$ cat src/rtl/portal_pipe_arbiter.sv
// portal_pipe_arbiter: round-robin, burst-bounded arbiter sharing one portal
// pipe between two message serializers, with a one-entry registered output
// stage and per-source accepted-beat counters.
//
// Ports:
//   CLK, nRST                          clock, synchronous active-low reset
//   in0_enq__ENA/_v/__RDY, in0_req     source 0 enq method and request level
//   in1_enq__ENA/_v/__RDY, in1_req     source 1 enq method and request level
//   out_enq__ENA/_v/_src               output beat valid, payload, source ID
//   out_enq__RDY                       pipe accepts the output beat
//   beats0, beats1                     accepted-beat counters (wrap at 2^16)
module portal_pipe_arbiter #(
  parameter int unsigned WIDTH     = 96,
  parameter int unsigned MAX_BURST = 4
) (
  input  logic             CLK,
  input  logic             nRST,
  input  logic             in0_enq__ENA,
  input  logic [WIDTH-1:0] in0_enq_v,
  output logic             in0_enq__RDY,
  input  logic             in0_req,
  input  logic             in1_enq__ENA,
  input  logic [WIDTH-1:0] in1_enq_v,
  output logic             in1_enq__RDY,
  input  logic             in1_req,
  output logic             out_enq__ENA,
  output logic [WIDTH-1:0] out_enq_v,
  output logic             out_enq_src,
  input  logic             out_enq__RDY,
  output logic [15:0]      beats0,
  output logic [15:0]      beats1
);

  localparam int unsigned CNT_W      = 4;
  localparam logic [CNT_W-1:0] BURST_LAST = CNT_W'(MAX_BURST);

  logic             full_q, full_d;
  logic [WIDTH-1:0] data_q, data_d;
  logic             src_q, src_d;
  logic             ptr_q, ptr_d;
  logic [CNT_W-1:0] cnt_q, cnt_d;
  logic [15:0]      beats0_q, beats0_d;
  logic [15:0]      beats1_q, beats1_d;

  logic             space;
  logic             grant_vld;
  logic             grant_id;
  logic             acc0, acc1, acc;
  logic [CNT_W-1:0] cnt_inc;

  // Grant: a lone requester wins; under contention the priority owner wins.
  always_comb begin
    space     = !full_q | out_enq__RDY;
    grant_vld = in0_req | in1_req;
    grant_id  = (in0_req & in1_req) ? ptr_q : in1_req;
    in0_enq__RDY = nRST & space & grant_vld & !grant_id;
    in1_enq__RDY = nRST & space & grant_vld &  grant_id;
    // ENA without RDY is ignored.
    acc0 = in0_enq__ENA & in0_enq__RDY;
    acc1 = in1_enq__ENA & in1_enq__RDY;
    acc  = acc0 | acc1;
  end

  // Next state for output stage, burst tracking and counters.
  always_comb begin
    full_d   = full_q;
    data_d   = data_q;
    src_d    = src_q;
    ptr_d    = ptr_q;
    cnt_d    = cnt_q;
    cnt_inc  = cnt_q + CNT_W'(1);
    beats0_d = beats0_q + 16'(acc0);
    beats1_d = beats1_q + 16'(acc1);

    if (full_q && out_enq__RDY) full_d = 1'b0;

    if (acc) begin
      full_d = 1'b1;
      data_d = acc1 ? in1_enq_v : in0_enq_v;
      src_d  = acc1;
      if (acc1 == ptr_q) begin
        if (cnt_inc == BURST_LAST) begin
          ptr_d = ~ptr_q;
          cnt_d = '0;
        end else begin
          cnt_d = cnt_inc;
        end
      end else if (MAX_BURST == 1) begin
        // A single-beat burst hands priority straight back.
        ptr_d = ~acc1;
        cnt_d = '0;
      end else begin
        ptr_d = acc1;
        cnt_d = CNT_W'(1);
      end
    end
  end

  always_ff @(posedge CLK) begin
    if (!nRST) begin
      full_q   <= 1'b0;
      data_q   <= '0;
      src_q    <= 1'b0;
      ptr_q    <= 1'b0;
      cnt_q    <= '0;
      beats0_q <= '0;
      beats1_q <= '0;
    end else begin
      full_q   <= full_d;
      data_q   <= data_d;
      src_q    <= src_d;
      ptr_q    <= ptr_d;
      cnt_q    <= cnt_d;
      beats0_q <= beats0_d;
      beats1_q <= beats1_d;
    end
  end

  assign out_enq__ENA = full_q;
  assign out_enq_v    = data_q;
  assign out_enq_src  = src_q;
  assign beats0       = beats0_q;
  assign beats1       = beats1_q;

endmodule

$ cat config.mk
export PLATFORM = sky130hd
export DESIGN_NAME = portal_pipe_arbiter
export DESIGN_NICKNAME = d
export VERILOG_FILES = /design/src/rtl/portal_pipe_arbiter.sv
export SDC_FILE = /design/constraint.sdc
export NUM_CORES = 1
export LEC_CHECK = 0
export CAP_MARGIN = 5
export CORE_MARGIN = 3
export CORE_UTILIZATION = 35
export CTS_CLUSTER_DIAMETER = 100
export DETAILED_ROUTE_END_ITERATION = 10
export PLACE_DENSITY = 0.73
export SKIP_CTS_REPAIR_TIMING = 1
export SYNTH_ARGS = -nofsm -noshare
export SYNTH_HDL_FRONTEND = slang
export SYNTH_SLANG_ARGS = --single-unit
$ cat constraint.sdc
create_clock -name CLK -period 4.9 [get_ports CLK]
set_input_delay 0.98 -clock CLK [delete_from_list [all_inputs] [get_ports CLK]]
set_output_delay 0.98 -clock CLK [all_outputs]
set_load 0.01 [all_outputs]
==> images/final_placement.png <==
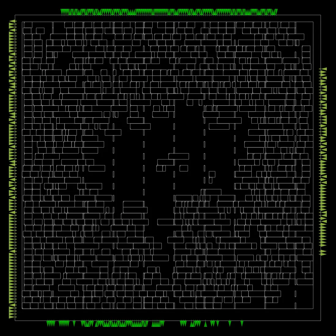
floorplan core area: 17300 um2
core utilization of the finished layout: 59.3%

==> images/met4.png <==
Drawn at 3 px/um. Supply wires on this layer in gray.
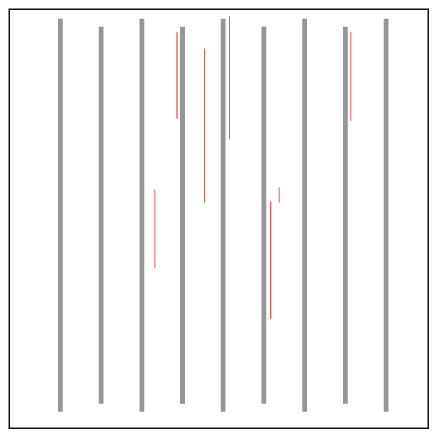
longest straight run = 51.0 um
main direction = vertical
nets with wire on the layer = 5
share of all routed wire = 1.2%
wire length on this layer = 219 um
Routed Wire Length: 18500 um
total via count after detailed routing: 5602

==> Flow_metrics.wiki <==
== Implementation results ==
{| class="wikitable"
! Metric !! Value
|-
| Run status || complete, no violations
|-
| Number of enable flip-flop cells || 0
|-
| Largest stage delay on the critical path || 0.56 ns
|-
| Power in combinational cells || 510 uW
|-
| Core Density at Floorplan || 35.9%
|-
| Register-to-register setup slack || 2.80 ns
|-
| Final Hold Fails || 0
|-
| Int Power || 2.44 mW
|-
| Hold path cells || 2
|-
| Startpoint of the tightest hold check path || out_enq_src
|-
| Gpl congestion || 0.778
|-
| # fillers || 1530
|-
| Number of nets in the synthesized netlist || 834
|-
| Net switching share of the total power || 22.5%
|-
| CTS root buf || clkbuf_16
|-
| Maximum level of the CTS H-tree || 4
|-
| Number of nets with antenna violations after detailed routing || 0
|-
| Setup total negative slack || 0 ns
|-
| Worst hold slack across all endpoints || 0.458 ns
|-
| Vias in the first global route || 5507
|-
| Maximum operating frequency || ~290 MHz
|-
| Worst path required time || 3.92 ns
|-
| TritonRoute pass-1 iters || 6
|-
| Cells traversed along the worst timing path || clkdlybuf4s50_1, nand2b_4, and2_1, and3_1, clkdlybuf4s50_1
|-
| Worst Reg-to-Reg Cells || 9
|-
| Static power due to leakage || approximately 4.8 nW
|-
| Count of pins on the block boundary || 331
|-
| Total power consumption of the routed design || 3.15 mW
|-
| Chip area || 19400 um2
|-
| Antenna cells || 0
|-
| CP Max Fanout || 4
|-
| Die Y || 139 um
|-
| Worst voltage drop across the vdd grid || about 0.00022 V
|-
| Maximum buffer depth of the clock tree || 2
|-
| Uppermost signal routing layer after detailed routing || met4
|-
| Cell count after synthesis || 627
|-
| Worst-case setup margin in the final layout || 1.44 ns
|-
| Yosys cell types || 39
|-
| Met3 routed wirelength || ~1400 um
|-
| Remaining routing DRC violations || 0
|-
| Area used by multi-input combinational logic || 3230 um2
|-
| Fraction of registers with async set/reset || 0%
|-
| Inserted Clock Buffers || 17
|-
| First-pass GRT wire length || 29100 um
|-
| Site row count || about 48
|-
| Worst Tran Pin Value || about 0.81 ns
|-
| Routed via count divided by cell count || 4.79
|-
| Largest net degree at the start of global routing || between 150 and 200
|-
| Number of warnings the tools reported || 30
|-
| Number of maximum-capacitance constraint violations || 0
|-
| Total net switching power || 706 uW
|-
| Fraction of layout instances using a drive strength above 1 || 4.55%
|-
| Clock power frac || 45.9%
|-
| Worst clock skew || 0.0105 ns
|-
| Crit path capture type || primary output
|-
| Critical-path top delay cell || clkdlybuf4s50_1
|-
| Setup repair after global routing missed its margin || false
|-
| Number of warning messages in the yosys log || 0
|-
| Number of antenna violations at the first check in global routing || 0
|-
| Routed metal-1 wire length || 7700 um
|-
| Main power-consuming group || clock
|-
| Worst setup path class || input pin to primary output
|-
| Worst Setup SP || out_enq__RDY
|-
| Capture instance of the worst register-to-register path || beats0[13]
|-
| Headroom to the max-slew limit || 45.8%
|-
| Comb power frac || 16.2%
|-
| P_clk || 1.44 mW
|-
| Overflow left after global routing || 0
|-
| Period utilization || 70.7%
|-
| Count of input and output buffers || roughly 330
|-
| Top cell excl fill/tap || clkdlybuf4s50_1
|-
| Most instantiated logic cells after routing || 329 x clkdlybuf4s50_1, 135 x dfxtp_1, 96 x mux2i_1
|-
| Yosys Instances || 627
|-
| Path category of the worst min-delay check || flip-flop to flip-flop
|-
| Worst path top cell family by delay || buffers and inverters
|-
| Total Routing Usage GR || 18.8%
|-
| Startpoint type of the worst setup path || input pin
|-
| Minimum setup slack after placement || ~1.4 ns
|-
| Chip area from the yosys synthesis statistics || 6200 um2
|-
| Placed wire-length estimate after detailed placement || 13800 um
|-
| Seq power || 1.19 mW
|-
| Number of synthesized register bits || ~140
|-
| Layout Nets || 1140
|-
| Insertion delay of the later-clocked pin in the worst-skew pair || 0.42 ns
|-
| Post-route minimum period || 3.46 ns
|-
| Area growth from synthesis to layout || 65.3%
|-
| Portion of the post-synthesis area used by sequential elements || 43.6%
|}
==> images/met2.png <==
Drawn at 2 px/um.
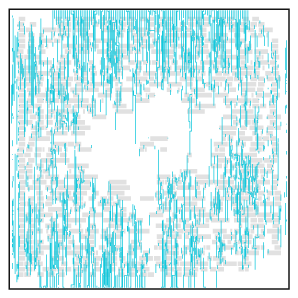
nets with wire on the layer = 940
wire length on this layer = 9170 um
longest straight run = 60.0 um
main direction = vertical

==> images/met1.png <==
Drawn at 3 px/um. Supply wires on this layer in gray.
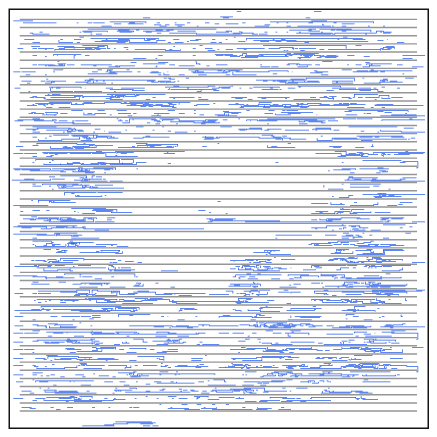
main direction = horizontal
wire length on this layer = 7700 um
share of all routed wire = 42%
nets with wire on the layer = 1011
longest straight run = 46.0 um
met1 usage: 22.1%

==> worst max-delay path by stage <==
stage                         to  slack, ns  cells past startpoint
detailed placement  in1_enq__RDY       1.44                      5
floorplan             beats1[10]       2.05                     13
global placement    in1_enq__RDY       1.44                      5
CTS                 in0_enq__RDY       1.41                      5
finish              in0_enq__RDY       1.44                      5
global route        in0_enq__RDY       1.38                      5
==> per-layer routing <==
metal	vias up	GRT usage (%)
li1	2853	-
met1	2538	22.1
met2	196	32.0
met3	15	7.24
met4	0	5.36
met5	-	0
==> layout make-up <==
class | instances | share of cell area (%)
clock inverter | 12 | 2.18
clock buffer | 19 | 4.32
inverter | 7 | 0.256
multi-input combinational | 438 | 31.5
tap | 225 | 2.74
timing repair buffer | 334 | 32.7
sequential | 135 | 26.4
==> through the flow <==
stage                     std cells  instance area, um2
after floorplan                 627                6200
after global placement         1139                9590
after detailed placement       1139                9590
after CTS                      1170               10300
after global routing           1170               10300
final                          1170               10300
==> Yosys cell counts (8+ instances only) <==
cell type,n,area share [%]
ha_1,8,1.6
o211a_1,47,7.6
clkbuf_1,14,0.85
nand3_1,15,1.2
buf_2,21,1.7
nor2_1,54,3.3
a211oi_1,50,6.1
buf_4,9,1.1
and2_1,32,3.2
mux2i_1,96,15
dfxtp_1,135,44
nand2_1,60,3.6
and3_1,8,0.81
xnor2_1,18,2.5
==> cells by family after synthesis <==
family | synth area share, %
compound gates | 15.6
xor+xnor | 3.53
fa+ha+maj | 1.61
buf+inv | 4.72
flops | 43.6
mux | 15.5
simple gates | 15.4
==> registers in the layout (all words and copies together), names as in the netlist <==
name	count
out_enq_v	96
out_enq__ENA	1
out_enq_src	1
beats0	16
cnt_q	4
ptr_q	1
beats1	16
Power and IR drop assume default switching activity.
